<file path="src/rtl/gray_seq_pkg.sv">
// Shared types and helpers for the Gray-code count sequencer.
package gray_seq_pkg;

   typedef enum logic [1:0] {
      IDLE = 2'b00,
      RUN  = 2'b01,
      DONE = 2'b10
   } state_t;

   localparam logic [1:0] MODE_FREE    = 2'b00;
   localparam logic [1:0] MODE_ONESHOT = 2'b01;
   localparam logic [1:0] MODE_STEP    = 2'b10;
   localparam logic [1:0] MODE_FREE_B  = 2'b11;

   function automatic logic [31:0] bin2gray(input logic [31:0] b);
      return b ^ (b >> 1);
   endfunction

endpackage

</file>
<file path="src/rtl/gray_count_sequencer_prescaler.sv">
// Rate divider: ticks every prescale+1 enabled cycles; a held tick
// stays pending until hold drops.
module tick_prescaler #(
   parameter int DIV_W = 24
) (
   input  logic             clk,
   input  logic             clr,
   input  logic             clear,
   input  logic             enable,
   input  logic             hold,
   input  logic [DIV_W-1:0] prescale,
   output logic             tick
);

   logic [DIV_W-1:0] pcnt;
   logic             due;

   assign due  = pcnt >= prescale;
   assign tick = enable && due && !hold;

   always_ff @(posedge clk) begin
      if (clr || clear) begin
         pcnt <= '0;
      end else if (enable) begin
         if (due) begin
            if (!hold) pcnt <= '0;
         end else begin
            pcnt <= pcnt + 1'b1;
         end
      end
   end

endmodule

</file>
<file path="src/rtl/gray_count_sequencer.sv">
// Run/stop/step controller around a binary up-counter, presenting
// each count and its Gray code on a valid/ready output.
module gray_count_sequencer
   import gray_seq_pkg::*;
#(
   parameter int WIDTH = 3,
   parameter int DIV_W = 24
) (
   input  logic             clk,
   input  logic             clr,
   input  logic             start,
   input  logic             stop,
   input  logic             step,
   input  logic [1:0]       mode,
   input  logic [WIDTH-1:0] limit,
   input  logic [DIV_W-1:0] prescale,
   input  logic             out_ready,
   output logic             out_valid,
   output logic [WIDTH-1:0] bin_q,
   output logic [WIDTH-1:0] gray_q,
   output logic             busy,
   output logic             done,
   output logic             wrap
);

   state_t           state;
   state_t           state_n;
   logic [1:0]       mode_l;
   logic [WIDTH-1:0] limit_l;
   logic [WIDTH-1:0] bin_n;
   logic [WIDTH-1:0] gray_n;
   logic             run;
   logic             accept;
   logic             stall;
   logic             step_mode;
   logic             one_shot;
   logic             tick;
   logic             adv;
   logic             hit;

   assign run       = state == RUN;
   assign accept    = start && !stop && !run;
   assign stall     = out_valid && !out_ready;
   assign step_mode = mode_l == MODE_STEP;
   assign one_shot  = mode_l == MODE_ONESHOT;
   assign adv       = run && !stall && (step_mode ? step : tick);
   assign bin_n     = bin_q + 1'b1;
   assign gray_n    = WIDTH'(bin2gray(32'(bin_n)));
   assign hit       = adv && one_shot && (bin_n == limit_l);

   tick_prescaler #(.DIV_W(DIV_W)) u_pre (
      .clk      (clk),
      .clr      (clr),
      .clear    (accept),
      .enable   (run && !step_mode),
      .hold     (stall),
      .prescale (prescale),
      .tick     (tick)
   );

   always_ff @(posedge clk) begin
      if (clr) state <= IDLE;
      else     state <= state_n;
   end

   // stop takes priority over a one-shot hit in the same cycle
   always_comb begin
      state_n = state;
      case (state)
         IDLE:    if (accept) state_n = RUN;
         RUN: begin
            if (stop)     state_n = IDLE;
            else if (hit) state_n = DONE;
         end
         DONE:    if (accept) state_n = RUN;
         default: state_n = IDLE;
      endcase
   end

   always_comb begin
      busy = state == RUN;
      done = state == DONE;
   end

   always_ff @(posedge clk) begin
      if (clr) begin
         bin_q     <= '0;
         gray_q    <= '0;
         out_valid <= 1'b0;
         wrap      <= 1'b0;
         mode_l    <= MODE_FREE;
         limit_l   <= '0;
      end else begin
         wrap <= 1'b0;
         if (accept) begin
            mode_l  <= mode;
            limit_l <= limit;
            if (state == DONE) begin
               bin_q  <= '0;
               gray_q <= '0;
            end
         end
         if (adv) begin
            bin_q     <= bin_n;
            gray_q    <= gray_n;
            out_valid <= 1'b1;
            wrap      <= &bin_q;
         end else if (out_valid && out_ready) begin
            out_valid <= 1'b0;
         end
      end
   end

endmodule
</file>
<file path="config.mk">
export PLATFORM = sky130hd
export DESIGN_NAME = gray_count_sequencer
export DESIGN_NICKNAME = d
export VERILOG_FILES = /design/src/rtl/gray_seq_pkg.sv /design/src/rtl/gray_count_sequencer_prescaler.sv /design/src/rtl/gray_count_sequencer.sv
export SDC_FILE = /design/constraint.sdc
export NUM_CORES = 1
export LEC_CHECK = 0
export ABC_AREA = 1
export CORE_MARGIN = 3
export CORE_UTILIZATION = 30
export CTS_CLUSTER_SIZE = 16
export DETAILED_ROUTE_END_ITERATION = 16
export PLACE_DENSITY = 0.52
export REMOVE_ABC_BUFFERS = 1
export SETUP_SLACK_MARGIN = 0.15
export SLEW_MARGIN = 5
export SYNTH_ARGS = -nofsm -noshare
export SYNTH_HDL_FRONTEND = slang
export SYNTH_SLANG_ARGS = --single-unit
</file>
<file path="constraint.sdc">
create_clock -name clk -period 3.8 [get_ports clk]
set_input_delay 0.38 -clock clk [delete_from_list [all_inputs] [get_ports clk]]
set_output_delay 0.38 -clock clk [all_outputs]
set_load 0.02 [all_outputs]
</file>
run_1/final_congestion.png
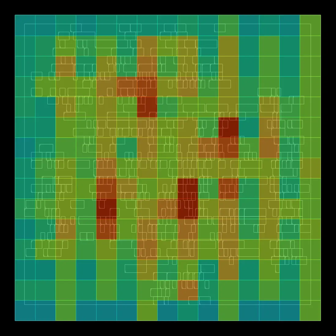
GR peak layer: met2
met1 GRT Util: 18.4%
met2 usage in global routing: 21.4%
DR WL/cell: 11.3 microns

run_1/met3.png
Scale: 3 px per micron.
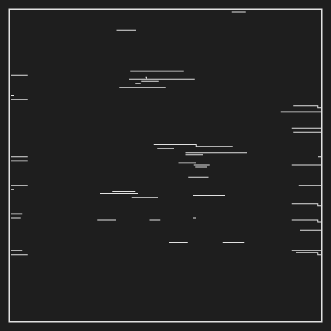
The wires run mostly horizontal. 40 nets have wire on it. The longest straight run is 21.6 microns. The layer carries 359 microns of wire. The layer holds 5.2% of the routed length.
met3 track utilization from global routing: 2.62%
final WL: 6.87 mm
total via count in the routed design: 2776

run_1/gate_families.png
Scale: 4 px per micron.
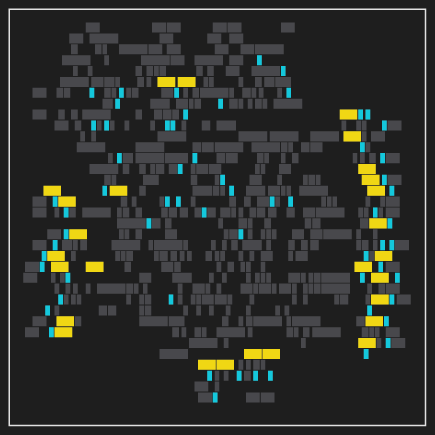
Key: inverters = cyan [cells 62, most used inv_1]; adder and majority cells = yellow [cells 27, most used ha_1]

==> metrics.log, run 1 <==
[flow] final metrics
INFO  metric route.detailed.drc = 0
INFO  metric synth_sequential_area_ratio = 26.6%
INFO  metric worst_setup_path_start_kind = primary input
INFO  metric grt_start_max_net_pins = 25
INFO  metric whs_path_depth = 2
INFO  metric depth_of_the_worst_register_to_register_path = 12
INFO  metric worst_slew_margin_rel = about three fifths
INFO  metric grt.overflow.total = 0
INFO  metric cts.htree.levels = 2
INFO  metric cts.repair.resized = 0
INFO  metric root_buffer = clkbuf_8
INFO  metric hold-worst-slack = 484 ps
INFO  metric cts_setup_buffers = 0
INFO  metric tritoncts = yes
INFO  metric layout_worst_path_cycle_share = 69.0%
INFO  metric worst_skew_pair.late_latency = 290 ps
INFO  metric post_dp_area = around 0.0034 sq mm
INFO  metric initCoreUtil = a little under a third
INFO  metric antenna_found_initial = 0
INFO  metric ys_cells = between 400 and 500
INFO  metric syn-mean-instance-area = 6.56 sq um
INFO  metric setup.worst_path.end_class = flip-flop
INFO  metric pleak = 1.45 nW
INFO  metric final_layout_top_logic_cells = 111 x nand2_1, 59 x inv_1, 55 x nor2_1, 44 x clkdlybuf4s50_1, 38 x dfxtp_1
INFO  metric core_area = 0.00924 sq mm
INFO  metric io_pins = about 45
INFO  metric hp-start = limit_l[2]$_SDFFE_PP0P_
INFO  metric slew_violations = 0
INFO  metric global_route_wire_length_before_repair = 12.4 mm
INFO  metric grt_use_total = between 10% and 20%
INFO  metric num-nets-final = 541
INFO  metric critical_path_peak_fanout = 20
INFO  metric worst_clk_skew = 6.10 ps
INFO  metric synthToLayoutAreaGrowth = 22.4%
INFO  metric top_area_share = 26.6%
INFO  metric synthTopCellsByArea = dfxtp_1 27%, nand2_1 15%, ha_1 12%, inv_1 7.7%, nor2_1 7.2%
INFO  metric clkSlewWorstSetupHoldPaths = 80 ps
INFO  metric instance_tally_after_logic_synthesis = between 400 and 500
INFO  metric max_cap_viol_count = 0
INFO  metric peak_clock_frequency_supported_by_timing = 0.381 GHz
INFO  metric ir_worst_vdd = 97.1 uV
INFO  metric slack_of_the_worst_reg_to_reg_path = around 1300 ps
INFO  metric netlist.top_cell.by_area = dfxtp_1
INFO  metric floorplan.rows = 35
INFO  metric gp_routability_congestion = 0.834
INFO  metric min-delay-path-class = reg2reg
INFO  metric share_of_layout_cells_above_drive_strength_1 = approximately 8.1%
INFO  metric post-place-ws = ~840 ps
INFO  metric unrepaired_setup_endpoints_after_global_routing = false
INFO  metric outcome = finished, final reports clean
INFO  metric postLayoutCellArea = 0.00350 sq mm
INFO  metric critPathKind = in2reg
INFO  metric netlist_area = approximately 0.0029 sq mm
INFO  metric stage_log_warnings = 25
INFO  metric reg2reg_to = u_pre.pcnt[16]$_SDFFE_PP0P_
INFO  metric clock_sink_count = 38
INFO  metric beginning_of_the_worst_register_to_register_path = u_pre.pcnt[18]$_SDFFE_PP0P_
INFO  metric drt_first_pass_iters = 4
INFO  metric tightest_slew = slightly below 600 ps
INFO  metric pwr_density_cell = 232 mW/mm^2
INFO  metric hold_path_endpoint = limit_l[2]$_SDFFE_PP0P_
INFO  metric mostFrequentLayoutCell = nand2_1
INFO  metric setup-violations-final = 0
INFO  metric layout_setup_ws = 1180 ps
INFO  metric avgViaCountPerCell = about 4.6
INFO  metric die_y = 104 microns
INFO  metric buffer_ports.inserted = 44
INFO  metric clk_path_buf_depth = 2
INFO  metric worst-endpoint-arrival = around 2900 ps
INFO  metric finalHoldViolCount = 0
INFO  metric design.die.area = about 0.011 sq mm
INFO  metric dr.first_iter.drc_count = 138
INFO  metric num_antenna_cells = 0
INFO  metric postSynthRegisterBits = 38
INFO  metric post-route-min-period = 2620 ps
INFO  metric holdBufCountCts = 0
INFO  metric cp_data_required_time = 4020 ps
INFO  metric total_negative_slack = 0 ps
INFO  metric first_global_vias = 2702
INFO  metric antenna_violating_nets_post_route = 0
-- run 1: cell usage after synthesis, drive strengths merged --
cell type and count:
dfxtp 38, nor3b 1, clkbuf 1, xnor2 9
o221ai 1, a21oi 41, inv 62, ha 27
nand3 22, o2111ai 3, o211ai 1, a22oi 1
nand2 121, o21bai 1, buf 8, o21ai 9
o21a 1, nor3 6, xor2 8, nor2 66
nand4 9
-- run 1: registers in the layout, summed over array words and instances, names as in the netlist --
name	flops
wrap	1
limit_l	3
state	2
bin_q	3
u_pre.pcnt	24
mode_l	2
gray_q	2
out_valid	1
-- run 1: worst max-delay path, cell delays in order --
cell             delay (ps)
clkdlybuf4s50_1         450
inv_1                    40
ha_1                    280
nand2_1                  70
nor2_1                  110
nand2_1                 100
nor2_2                  140
nand2_1                 120
nor2_2                  100
nand2_2                  70
nand2_4                 200
nor2_2                   90
nor2_4                  440
nand2_1                 100
a21oi_1                 140
-- run 1: cell families after synthesis --
family,after synthesis,synth area share (%)
XOR/XNOR,17,5.20
AND-OR/OR-AND,58,12.2
flip-flops,38,26.6
buffers and inverters,71,10.2
AND/OR/NAND/NOR,225,34.0
adder cells (fa/ha/maj),27,11.8
-- run 1: report_power, final --
group | internal [mW] | total, mW | switching, mW
sequential | 0.403 | 0.407 | 0.00396
clock | 0.147 | 0.294 | 0.147
combinational | 0.0537 | 0.111 | 0.0572
total | 0.603 | 0.812 | 0.208
-- run 1: final cells by class --
class                           instances  area, sq um  area share [%]
Clock inverter                          1         5.00           0.143
Clock buffer                            7         86.3            2.46
Tap cell                              129          161            4.61
Inverter                               62          233            6.64
Multi-Input combinational cell        327         1810            51.6
Sequential cell                        38          761            21.7
Timing Repair Buffer                   45          448            12.8
-- run 1: per-layer routing --
| layer | vias to the layer above | GRT usage, % | wire length (microns) | part of all wire [%] |
|---|---|---|---|---|
| met2 | 68 | 21.4 | 2960 | 43 |
| li1 | 1482 | - | - | - |
| met5 | - | 0 | 0 | 0 |
| met3 | 9 | 2.62 | 359 | 5.2 |
| met1 | 1217 | 18.4 | 3450 | 50 |
| met4 | 0 | 4.56 | 106 | 1.5 |
-- run 1: worst max-delay path by stage --
stage                                        endpoint  slack, ps  depth (start not counted)         start
after floorplan           u_pre.pcnt[15]$_SDFFE_PP0P_       1770                         14  prescale[23]
after global placement     u_pre.pcnt[8]$_SDFFE_PP0P_        860                         15  prescale[19]
after detailed placement   u_pre.pcnt[1]$_SDFFE_PP0P_        840                         15  prescale[19]
after CTS                  u_pre.pcnt[1]$_SDFFE_PP0P_       1130                         15  prescale[19]
after global routing      u_pre.pcnt[20]$_SDFFE_PP0P_        860                         15  prescale[19]
final                      u_pre.pcnt[8]$_SDFFE_PP0P_       1180                         15  prescale[19]
-- run 1: stage by stage --
step / power [mW] / std cells
floorplan: 0.474 / 427
global placement: 0.528 / 601
detailed placement: 0.529 / 601
CTS: 0.824 / 609
global route: 0.852 / 609
finish: 0.812 / 609
==> inputs of run 2 (changes only) <==
--- a/config.mk
+++ b/config.mk
@@ -10,7 +10,7 @@
 export CORE_UTILIZATION = 30
 export CTS_CLUSTER_SIZE = 16
 export DETAILED_ROUTE_END_ITERATION = 16
-export PLACE_DENSITY = 0.52
+export PLACE_DENSITY = 0.53
 export REMOVE_ABC_BUFFERS = 1
 export SETUP_SLACK_MARGIN = 0.15
 export SLEW_MARGIN = 5
==> constraint.sdc (replaced) <==
create_clock -name clk -period 2.27 [get_ports clk]
set_input_delay 0.227 -clock clk [delete_from_list [all_inputs] [get_ports clk]]
set_output_delay 0.227 -clock clk [all_outputs]
set_load 0.02 [all_outputs]
==> metrics.log, run 2 <==
[flow] final metrics
INFO  metric outcome = finished, final reports clean
INFO  metric dr_wl_cell = 12.5 microns
INFO  metric tightest_slew = between 700 and 800 ps
INFO  metric final_layout_top_logic_cells = 77 x nand2_1, 51 x nor2_1, 47 x inv_1, 31 x nand2_2, 27 x clkdlybuf4s50_1
INFO  metric clock_buffer_count_from_cts = 5
INFO  metric share_of_layout_cells_above_drive_strength_1 = 37.1%
INFO  metric setup.worst_path.end_class = flip-flop
INFO  metric finalHoldViolCount = 0
INFO  metric placed_cells = 619
INFO  metric cp_data_required_time = ~2400 ps
INFO  metric synth-edff-count = 0
INFO  metric place.detailed.hpwl = 5.56 mm
INFO  metric layout_worst_path_cycle_share = roughly nine tenths
INFO  metric design.die.area = between 0.01 and 0.015 sq mm
INFO  metric floorplan.rows = 35
INFO  metric postSynthRegisterBits = 38
INFO  metric antenna_violating_nets_post_route = 0
INFO  metric worst_setup_path_start_kind = flip-flop
INFO  metric grt.overflow.total = 0
INFO  metric ir_worst_vdd = 254 uV
INFO  metric slack_of_the_worst_reg_to_reg_path = approximately 190 ps
INFO  metric core_area = 0.00924 sq mm
INFO  metric post_synth_most_frequent_cells = 111 x nand2_1, 59 x inv_1, 55 x nor2_1
INFO  metric gp_routability_congestion = 0.878
INFO  metric cts.htree.levels = 2
INFO  metric num-nets-final = 576
INFO  metric route.detailed.drc = 0
INFO  metric netlist.top_cell.by_area = dfxtp_1
INFO  metric worst_slew_margin_rel = 52.4%
INFO  metric total_negative_slack = 0 ps
INFO  metric first_global_vias = 2770
INFO  metric critPathKind = reg2reg
INFO  metric instance_tally_after_logic_synthesis = 436
INFO  metric regMostFlops = u_pre.pcnt
INFO  metric mostFrequentLayoutCell = nand2_1
INFO  metric worst-endpoint-arrival = 2250 ps
INFO  metric most_frequently_used_cell_type_in_the_post_synthesis_netlist = nand2_1
INFO  metric die_w = slightly above 100 microns
INFO  metric clock_sink_count = 38
INFO  metric grt_start_max_net_pins = 25
INFO  metric netlist_area = 0.00286 sq mm
INFO  metric largest_register_ffs = 24
INFO  metric grt_use_total = 14.3%
INFO  metric stage_log_warnings = 27
INFO  metric avgViaCountPerCell = 4.60
INFO  metric die_y = roughly 100 microns
INFO  metric setup-violations-final = 0
INFO  metric top_area_share = 26.6%
INFO  metric synthTopCellsByArea = dfxtp_1 27%, nand2_1 15%, ha_1 12%, inv_1 7.7%, nor2_1 7.2%
INFO  metric final-instance-count-excl-fill = 644
INFO  metric initCoreUtil = between 30 and 40%
INFO  metric worst_clk_skew = between 3 and 4 ps
INFO  metric holdBufCountCts = 0
INFO  metric min-delay-path-class = reg2reg
INFO  metric drt_first_pass_iters = 4
INFO  metric final_util = 49.6%
INFO  metric synthToLayoutAreaGrowth = 60.0%
INFO  metric via_count = just under 3000
INFO  metric postSynth.topFlopCell = dfxtp_1
INFO  metric layout_top_registers = u_pre.pcnt x24, bin_q x3, limit_l x3
INFO  metric slew_violations = 0
INFO  metric clk_path_buf_depth = 2
INFO  metric syn-mean-instance-area = 6.56 sq um
INFO  metric peak_clock_frequency_supported_by_timing = 0.481 GHz
INFO  metric pleak = 1.92 nW
INFO  metric yosysWarnings = 0
INFO  metric worst_skew_pair.late_latency = around 290 ps
INFO  metric async_flop_share = 0%
INFO  metric critical_path_peak_fanout = 5
INFO  metric root_buffer = clkbuf_8
INFO  metric synth.yosys.chip_area = 0.00286 sq mm
INFO  metric antenna_found_initial = 0
INFO  metric post-place-ws = -325 ps
INFO  metric buffer_ports.inserted = ~44
INFO  metric synth.distinct_cells = 31
INFO  metric dr.first_iter.drc_count = 112
INFO  metric tritoncts = yes
INFO  metric io_pins = 45
INFO  metric ys_cells = 436
INFO  metric global_route_wire_length_before_repair = 13.0 mm
INFO  metric unrepaired_setup_endpoints_after_global_routing = true
INFO  metric num_antenna_cells = 0
INFO  metric pwr_density_cell = around 370 mW/mm^2
INFO  metric max_cap_viol_count = 0
INFO  metric clkSlewWorstSetupHoldPaths = 80 ps
INFO  metric layout_setup_ws = 190 ps
INFO  metric post-route-min-period = 2080 ps
INFO  metric synth_sequential_area_ratio = 26.6%
-- run 2: cell counts after synthesis --
Identical to the previous run, type by type.
-- run 2: report_power, final --
| group | leakage, nW | internal, mW | switching (mW) | total [mW] |
|---|---|---|---|---|
| combinational | 1.53 | 0.139 | 0.144 | 0.283 |
| sequential | 0.318 | 0.669 | 0.00712 | 0.676 |
| clock | 0.0714 | 0.469 | 0.255 | 0.724 |
-- run 2: worst max-delay path, stage by stage, from the launching register on --
cell and delay (ps):
dfxtp_4 360, ha_4 280, nand2_4 50, nor2_4 110, nand2_2 90, nor2_4 150
nand2_2 80, nor2_4 110, nand2_2 70, nand2_4 100, buf_12 110, buf_8 100
nand2_8 60, nand2_8 120, inv_8 60, nand3_2 50, a21oi_1 70
-- run 2: kinds of logic (layout without fill, tap and decap cells) --
family | Yosys count | in the layout | share of synthesized area [%]
DFF | 38 | 38 | 26.6
buffers and inverters | 71 | 148 | 10.2
and+or+nand+nor | 225 | 227 | 34.0
adders and majority gates | 27 | 27 | 11.8
xor gates and xnor gates | 17 | 17 | 5.20
AOI/OAI and AO/OA | 58 | 58 | 12.2
-- run 2: layout make-up --
class | instances | area (sq um)
fill | 920 | 4660
multi-input combinational | 329 | 2410
timing repair buffer | 78 | 825
sequential | 38 | 796
inverter | 62 | 240
tap | 129 | 161
clock buffer | 6 | 82.6
clock inverter | 2 | 60.1
-- run 2: final timing paths --
check,start,depth (start not counted),to
setup / recovery,u_pre.pcnt[21]$_SDFFE_PP0P_,16,gray_q[0]$_SDFFE_PP0P_
setup reg to reg,u_pre.pcnt[21]$_SDFFE_PP0P_,16,gray_q[0]$_SDFFE_PP0P_
hold reg to reg,limit_l[2]$_SDFFE_PP0P_,2,limit_l[2]$_SDFFE_PP0P_
hold / removal,limit_l[2]$_SDFFE_PP0P_,2,limit_l[2]$_SDFFE_PP0P_
-- run 2: metrics by stage --
step                      hold slack [ps]  cell area, sq um  power [mW]
after floorplan                       296              2800       0.793
after global placement                465              3570       0.891
after detailed placement              467              3570       0.893
after CTS                             478              3790        1.63
after global routing                  502              4580        1.75
final                                 479              4580        1.68
-- run 2: metal layers --
layer / track usage (%) / up-vias / wire length, microns
met3: 2.49 / 10 / 281
met4: 4.08 / 0 / 138
met5: 0 / - / 0
met1: 19.5 / 1343 / 3850
met2: 23.3 / 50 / 3810
li1: - / 1558 / -
-- run 2: repair_timing --
action,in CTS,in global routing
endpoints found under the setup margin,30,33
gates cloned,2,2
setup buffers,6,7
resized,6,170
pin swaps,3,23
endpoints found under the hold margin,0,0
run_2/met3.png
Scale: 3 px per micron.
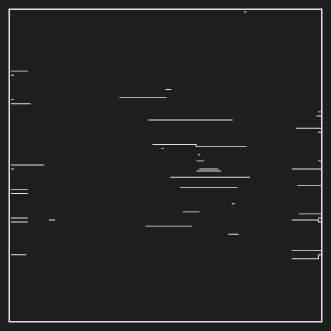
met3 track utilization from global routing: 2.49%
final WL: 8.07 mm

run_2/met2.png
Scale: 3 px per micron. Cells faint in the background.
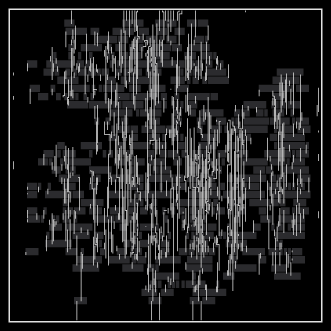
461 nets have wire on it. The wires run mostly vertical. The longest straight run is 38.1 microns. The layer carries 3810 microns of wire. The layer holds 47% of the routed length.

==> inputs of run 3 (changes only) <==
--- a/config.mk
+++ b/config.mk
@@ -8,6 +8,7 @@
 export ABC_AREA = 1
 export CORE_MARGIN = 3
 export CORE_UTILIZATION = 30
+export CTS_CLUSTER_DIAMETER = 40
 export CTS_CLUSTER_SIZE = 16
 export DETAILED_ROUTE_END_ITERATION = 16
 export PLACE_DENSITY = 0.53
==> metrics.log, run 3 <==
[flow] final metrics
INFO  metric grt_util_met2 = 23.3%
INFO  metric design.die.area = 0.0107 sq mm
INFO  metric slack_of_the_worst_reg_to_reg_path = around 190 ps
INFO  metric layout_setup_ws = 190 ps
INFO  metric clock_sink_count = 38
INFO  metric netlist_area = roughly 0.0029 sq mm
INFO  metric io_pins = 45
INFO  metric drt_wl_total = a little over 8 mm
INFO  metric hold-worst-slack = approximately 480 ps
INFO  metric postSynthRegisterBits = 38
INFO  metric cts.htree.levels = 2
INFO  metric grt_start_max_net_pins = 25
INFO  metric post_dp_area = between 0.003 and 0.004 sq mm
INFO  metric outcome = finished, final reports clean
INFO  metric beginning_of_the_worst_register_to_register_path = u_pre.pcnt[21]$_SDFFE_PP0P_
INFO  metric holdBufCountCts = 0
INFO  metric unrepaired_setup_endpoints_after_global_routing = true
INFO  metric critical_path_peak_fanout = 5
INFO  metric pwr_density_cell = between 300 and 400 mW/mm^2
INFO  metric post-place-ws = -325 ps
INFO  metric final-instance-count-excl-fill = 644
INFO  metric path_delay_family = simple AND/OR/NAND/NOR gates
INFO  metric pleak = 1.92 nW
INFO  metric num-nets-final = 576
INFO  metric worst_skew_pair.late_latency = 290 ps
INFO  metric grt.overflow.total = 0
INFO  metric tightest_slew = 714 ps
INFO  metric dr.first_iter.drc_count = approximately 110
INFO  metric clkSlewWorstSetupHoldPaths = 80 ps
INFO  metric max_stage_delay = ~360 ps
INFO  metric syn-mean-instance-area = 6.56 sq um
INFO  metric min-delay-path-class = reg2reg
INFO  metric ir_worst_vdd = between 200 and 300 uV
INFO  metric hold_path_endpoint = limit_l[2]$_SDFFE_PP0P_
INFO  metric worst_setup_path_start_kind = flip-flop
INFO  metric clk_path_buf_depth = 2
INFO  metric setup-violations-final = 0
INFO  metric critical_path_depth = 16
INFO  metric core_area = 0.00924 sq mm
INFO  metric route.detailed.drc = 0
INFO  metric peak_clock_frequency_supported_by_timing = 0.481 GHz
INFO  metric top_area_share = 26.6%
INFO  metric async_flop_share = 0%
INFO  metric antenna_found_initial = 0
INFO  metric cp_data_required_time = 2440 ps
INFO  metric worst_path_max_delay_cell = dfxtp_4
INFO  metric synth-edff-count = 0
INFO  metric max_cap_viol_count = 0
INFO  metric postSynth.topFlopCell = dfxtp_1
INFO  metric floorplan.rows = 35
INFO  metric share_of_layout_cells_above_drive_strength_1 = 37.1%
INFO  metric synthTopCellsByArea = dfxtp_1 27%, nand2_1 15%, ha_1 12%, inv_1 7.7%, nor2_1 7.2%
INFO  metric global_route_wire_length_before_repair = 13.0 mm
INFO  metric num_antenna_cells = 0
INFO  metric stage_log_warnings = 27
INFO  metric reg2reg_to = gray_q[0]$_SDFFE_PP0P_
INFO  metric die_y = 104 microns
INFO  metric synth.distinct_cells = 31
INFO  metric tritoncts = yes
INFO  metric whs_path_depth = 2
INFO  metric synth.yosys.chip_area = 0.00286 sq mm
INFO  metric hp-start = limit_l[2]$_SDFFE_PP0P_
INFO  metric via_count = 2961
INFO  metric most_frequently_used_cell_type_in_the_post_synthesis_netlist = nand2_1
INFO  metric met1_grt_util = 19.5%
INFO  metric grt_most_used_layer = met2
INFO  metric die_w = 104 microns
INFO  metric drt_first_pass_iters = 4
INFO  metric first_global_vias = about 2800
INFO  metric ys_cells = about 440
INFO  metric critPathKind = reg2reg
INFO  metric worst_slew_margin_rel = between 50% and 60%
INFO  metric slew_violations = 0
INFO  metric final_layout_top_logic_cells = 77 x nand2_1, 51 x nor2_1, 47 x inv_1, 31 x nand2_2, 27 x clkdlybuf4s50_1
INFO  metric post-route-min-period = 2080 ps
INFO  metric cp.buffers_inverters = 3
INFO  metric global_route.usage.met3 = 2.49%
INFO  metric buffer_ports.inserted = approximately 44
INFO  metric avgViaCountPerCell = 4.60
INFO  metric mostFrequentLayoutCell = nand2_1
INFO  metric setup.worst_path.end_class = flip-flop
INFO  metric gp_routability_congestion = roughly 0.9
INFO  metric depth_of_the_worst_register_to_register_path = 16
INFO  metric placed_cells = 619
INFO  metric finalHoldViolCount = 0
INFO  metric post_synth_most_frequent_cells = 111 x nand2_1, 59 x inv_1, 55 x nor2_1
INFO  metric antenna_violating_nets_post_route = 0
INFO  metric worst_clk_skew = 3.28 ps
INFO  metric worst-endpoint-arrival = 2250 ps
INFO  metric root_buffer = clkbuf_8
INFO  metric yosysWarnings = 0
INFO  metric synthToLayoutAreaGrowth = 60.0%
INFO  metric place.detailed.hpwl = 5.56 mm
INFO  metric layout_worst_path_cycle_share = 91.6%
INFO  metric regMostFlops = u_pre.pcnt
INFO  metric largest_register_ffs = 24
INFO  metric instance_tally_after_logic_synthesis = about 440
INFO  metric cell_chain_of_the_critical_path = ha_4, nand2_4, nor2_4, nand2_2, nor2_4, nand2_2, nor2_4, nand2_2, nand2_4, buf_12, buf_8, nand2_8, nand2_8, inv_8, nand3_2, a21oi_1
INFO  metric postLayoutCellArea = 0.00458 sq mm
INFO  metric clock_buffer_count_from_cts = 5
INFO  metric layout_top_registers = u_pre.pcnt x24, bin_q x3, limit_l x3
INFO  metric synth_sequential_area_ratio = 26.6%
INFO  metric initCoreUtil = 31.0%
INFO  metric netlist.top_cell.by_area = dfxtp_1
-- run 3: cell counts after synthesis --
No cell type changed its count.
-- run 3: kinds of logic (layout without fill, tap and decap cells) --
kind of cell | count (synthesis) | in the layout | share of synthesized area [%]
flip-flops | 38 | 38 | 26.6
AND-OR/OR-AND | 58 | 58 | 12.2
XOR/XNOR | 17 | 17 | 5.20
adder cells (fa/ha/maj) | 27 | 27 | 11.8
buffers and inverters | 71 | 148 | 10.2
AND/OR/NAND/NOR | 225 | 227 | 34.0
-- run 3: per-stage QoR --
step / power, mW / setup TNS (ps)
after floorplan: 0.793 / 0
after global placement: 0.891 / -7510
after detailed placement: 0.893 / -8610
after CTS: 1.63 / 0
after global routing: 1.75 / 0
final: 1.68 / 0
-- run 3: cell type report --
cell class,count,area [sq um]
clock buffers,6,82.6
clock inverters,2,60.1
fillers,920,4660
inverters,62,240
multi-input cells,329,2410
flip-flops and latches,38,796
well taps,129,161
repair buffers,78,825
-- run 3: worst min-delay path, cell delays in order (launching register included) --
cell	delay, ps
dfxtp_1	320
inv_1	60
a21oi_1	50
-- run 3: power breakdown --
group          internal (mW)  switching (mW)
Clock                  0.469           0.255
Sequential             0.669         0.00712
Combinational          0.139           0.144
Total                   1.28           0.406
-- run 3: worst max-delay path by stage --
stage	from	to	slack [ps]
2_1_floorplan	u_pre.pcnt[18]$_SDFFE_PP0P_	u_pre.pcnt[15]$_SDFFE_PP0P_	280
3_3_place_gp	prescale[19]	u_pre.pcnt[13]$_SDFFE_PP0P_	-280
3_5_place_dp	prescale[19]	u_pre.pcnt[1]$_SDFFE_PP0P_	-320
4_1_cts	prescale[19]	u_pre.pcnt[2]$_SDFFE_PP0P_	120
5_1_grt	u_pre.pcnt[22]$_SDFFE_PP0P_	u_pre.pcnt[23]$_SDFFE_PP0P_	20
6_report	u_pre.pcnt[21]$_SDFFE_PP0P_	gray_q[0]$_SDFFE_PP0P_	190
-- run 3: routing by layer --
metal	up-vias	wire, microns
li1	1558	-
met1	1343	3850
met2	50	3810
met3	10	281
met4	0	138
met5	-	0
-- run 3: timing repair --
action,4_1_cts,5_1_grt
setup buffers,6,7
setup endpoints to repair,30,33
pin swaps,3,23
cloned,2,2
hold endpoints to repair,0,0
gates resized,6,170
run_3/final_congestion.png
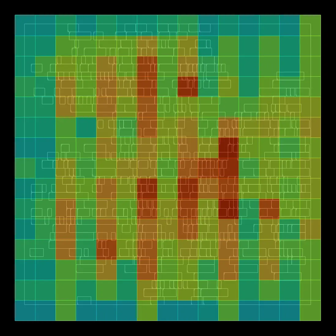
Util after Layout: 49.6%
DR WL/cell: 12.5 microns
overall global routing resource usage: 14.3%

run_3/met2.png
Scale: 3 px per micron. Cells faint in the background.
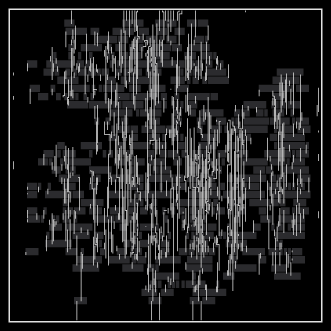
461 nets have wire on it. The layer carries 3810 microns of wire. The wires run mostly vertical.


==> layout pictures side by side <==
Drive-strength map.
Scale: 4 px per micron.
picture 1
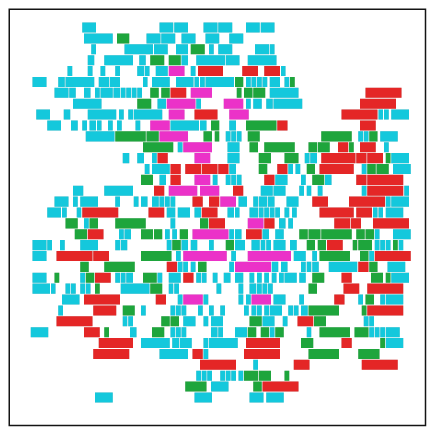
picture 2
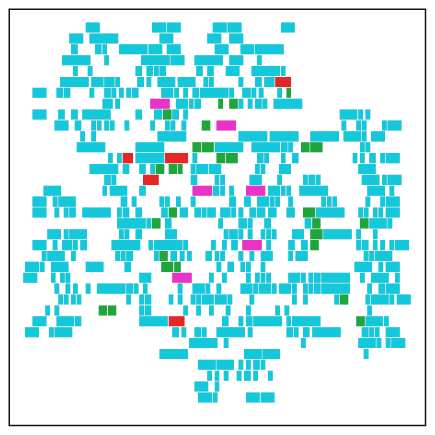
Run 2 is picture 1.
Run 1 is picture 2.

Power figures rest on the tool's default switching activity, not on a simulated workload.
